### Met1 routing

Bar = 100 µm.
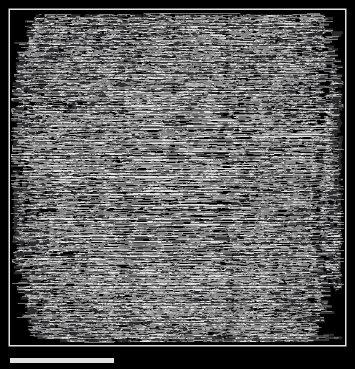
### Metal 2

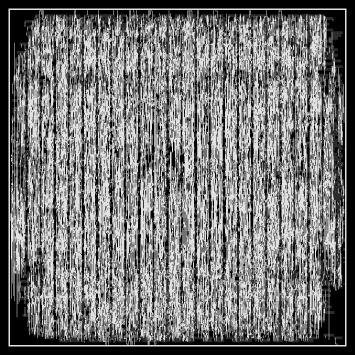
### Signal wires on met3

Bar = 100 µm.
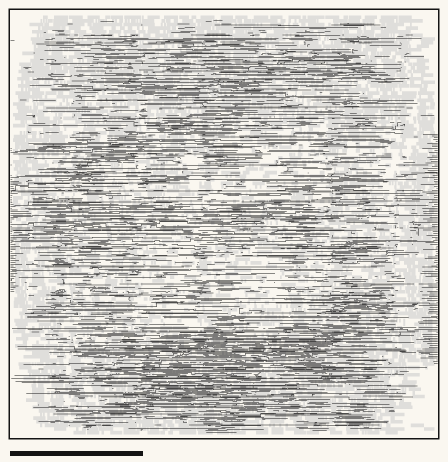
### Placement view

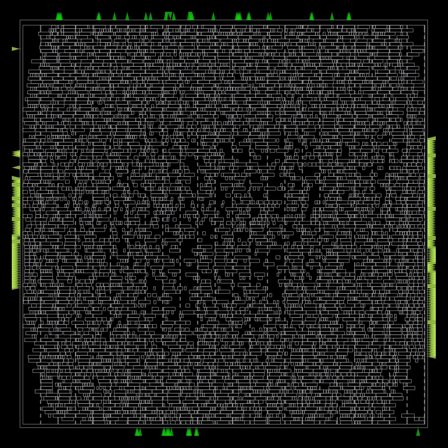
### Register map, names as in the netlist

Other cells in grey.
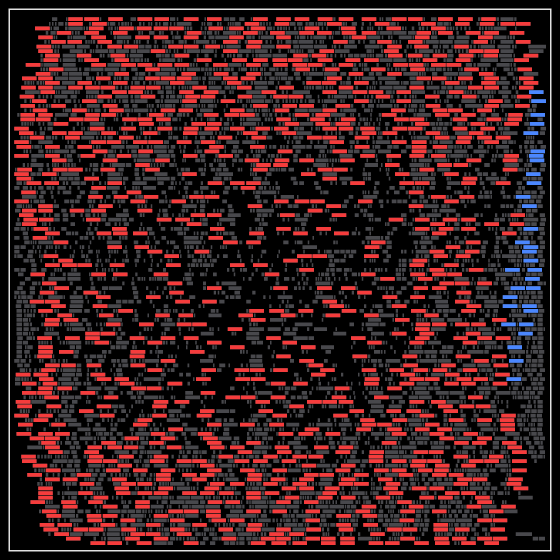
Design wb_regfile_flat, sky130hd; sources not shown.
==> Slide: Implementation Results <==
Flow Results at a Glance

Min path
  • Hold Crit Class: flip-flop to flip-flop

Logic synthesis
  • Synthesized Nets: 5435
  • EDFF count, synth: 0
  • Yosys warning count: 0
  • Synth Cell Area: 55700 µm²
  • Post-synthesis compound-gate area fraction: 15.4%
  • Adder share: 0.0224%
  • Cell count after synthesis: 5318
  • Ys async rst share: 100%
  • Main flop type: dfrtp_1
  • Yosys cell types: 56

Critical path
  • Crit path capture type: output port
  • Required time worst endpoint: 52.23 ns
  • Arrival time at the worst endpoint: 22.53 ns
  • CP Cell Sequence: clkdlybuf4s50_1 -> clkbuf_1 -> nand2b_1 -> buf_1 -> clkbuf_1 -> o221ai_1 -> o22ai_1 -> clkdlybuf4s50_1
  • R2R depth: 5
  • Buffers & Inverters on Critical Path: 5
  • R2R setup slack: 67.25 ns
  • Crit path depth: 8

Final layout
  • Max reg flops: 1024
  • Final #Nets: 5798
  • Top Layout Cells: 1071 x nand2_1, 1056 x dfrtp_1, 805 x o21ai_0

STA
  • Slew headroom: -16.7%
  • Min cycle time layout: 40.21 ns
  • Final Max-Slew Violation Tally: 117
  • Endpoints failing setup: 0
  • FMAX: 24.9 MHz
  • Post-route setup slack: 29.69 ns
  • Final period util: 57.5%
  • RSZ-0062 raised after global routing: no

Die
  • Die y size: 322 µm
  • Rows: 116
  • Die area: 104000 µm²
  • Width of the die: 322 µm

Drt
  • Iteration tally of the first detailed-router pass: 9
  • Antenna viol nets, final: 0
  • WL/cell: 39.4 µm
  • Remaining DRCs: 0
  • Top Layer Used: met5
  • First-iteration detailed-routing DRC count: 9031

Pwr
  • P_leak: 28.4 nW
  • VDD IR max: 0.0275 mV
  • Pwr Density: 29.7 nW/µm²

Global route
  • Antenna violations before repair: 20
  • GRT Overall Usage: 53.9%
  • Pin count of the biggest net entering global routing: 137
  • Global-route wire length before repair: 383000 µm

Clocking
  • Hold Buf Count CTS: 0
  • Clk buf depth: 3
  • Htree depth: 3
  • CTS tree: yes
  • CTS Buf Count: 116
  • CTS Root Buffer Type: clkbuf_16
  • Clk latency late pin: 0.77 ns

Place
  • Pre-CTS WS: 30.19 ns
  • RD Place Congestion: 1.06
  • Port Buffers: 234
  • Placed Cells: 6918

Run
  • Max-cap violations: 11
  • Tool Warnings: 52

Outcome
  • Failing checks: capacitance limit, slew limit
  • Status: complete, but fails checks
Back to the opening pictures, 'Met1 routing':
nets with wire on the layer: 5451
share of all routed wire: 34%
via total after detailed routing: 52500
routed wire length: 281000 µm
GRT met1 Usage: 65.5%

Back to the opening pictures, 'Metal 2':
nets with wire on the layer: 4894
share of all routed wire: 40%
wire length on this layer: 112 mm
Global Route met2 Usage: 72.9%

Back to the opening pictures, 'Signal wires on met3':
main direction: horizontal
wire length on this layer: 45.3 mm
longest straight run: 209 µm
nets with wire on the layer: 1321
grt met3 use: 24.8%

Back to the opening pictures, 'Placement view':
Tapcells: 1357
final cell count without fillers: 7139
core area: 100000 µm²
fillers: 8147

Back to the opening pictures, 'Register map, names as in the netlist':
legend:
  blue:
    name_in_the_netlist: `u_core.bus.retire_count`
    placed_flops: 32
    where: middle right
  red:
    name_in_the_netlist: `u_core.u_rf.regs_q`
    placed_flops: 1024
    where: widely spread
post-layout util: 63.9%
register area: 26400 µm²
Seq. pwr: 0.000814 W
flop share of the area: 41.2%

## power by group
| part | switching (W) | leakage (nW) | internal, W | total [W] |
|---|---|---|---|---|
| Clock | 0.000279 | 1.94 | 0.000377 | 0.000656 |
| Combinational | 0.000255 | 12.6 | 0.000180 | 0.000435 |
| Sequential | 0.0000946 | 13.9 | 0.000720 | 0.000814 |
## cell usage after synthesis, types with 19 or more instances
master    instances  area, µm²
a21oi_1         110        551
a221oi_1         91        797
a22o_1           50        438
buf_2           145        726
buf_4            39        293
clkbuf_1        360       1350
dfrtp_1        1056      26400
inv_1            38        143
mux2_2          162       1820
mux2i_1         441       4410
mux4_2          291       6550
nand2_1        1071       4020
nand3_1          21        105
nand4_1          19        119
nor2_1           71        267
o21ai_0         805       4030
o21ai_1         212       1060
o221ai_1         51        447
o22ai_1          79        494
xnor2_1          26        228
## per-layer routing
layer	vias to the layer above	GRT usage, %
met3	1346	24.8
met2	5022	72.9
met4	19	44.7
met5	-	0.648
li1	20000	-
met1	26100	65.5
## through the flow
step | hold WS (ns) | area (µm²)
6_report | 0.278 | 64100
5_1_grt | 0.299 | 64000
4_1_cts | 0.282 | 64000
3_5_place_dp | 0.264 | 60100
3_3_place_gp | 0.252 | 59800
2_1_floorplan | 0.241 | 55700
## worst register-to-register path, delay by kind of cell, from the launching register on
kind / cells / cell delay [ns]
xor gates and xnor gates: 1 / 0.17
and+or+nand+nor: 4 / 1.75
DFF: 1 / 0.45
## final cells by class
type,count,area (µm²),share of cell area [%]
inverters,39,154,0.240
multi-input cells,3659,26700,41.7
diodes,12,30.0,0.0469
plain buffers,564,2490,3.89
repair buffers,245,2620,4.08
clock inverters,45,642,1.00
clock buffers,162,3310,5.16
flip-flops and latches,1056,26400,41.2
well taps,1357,1700,2.65
Power figures rest on the tool's default switching activity, not on a simulated workload.
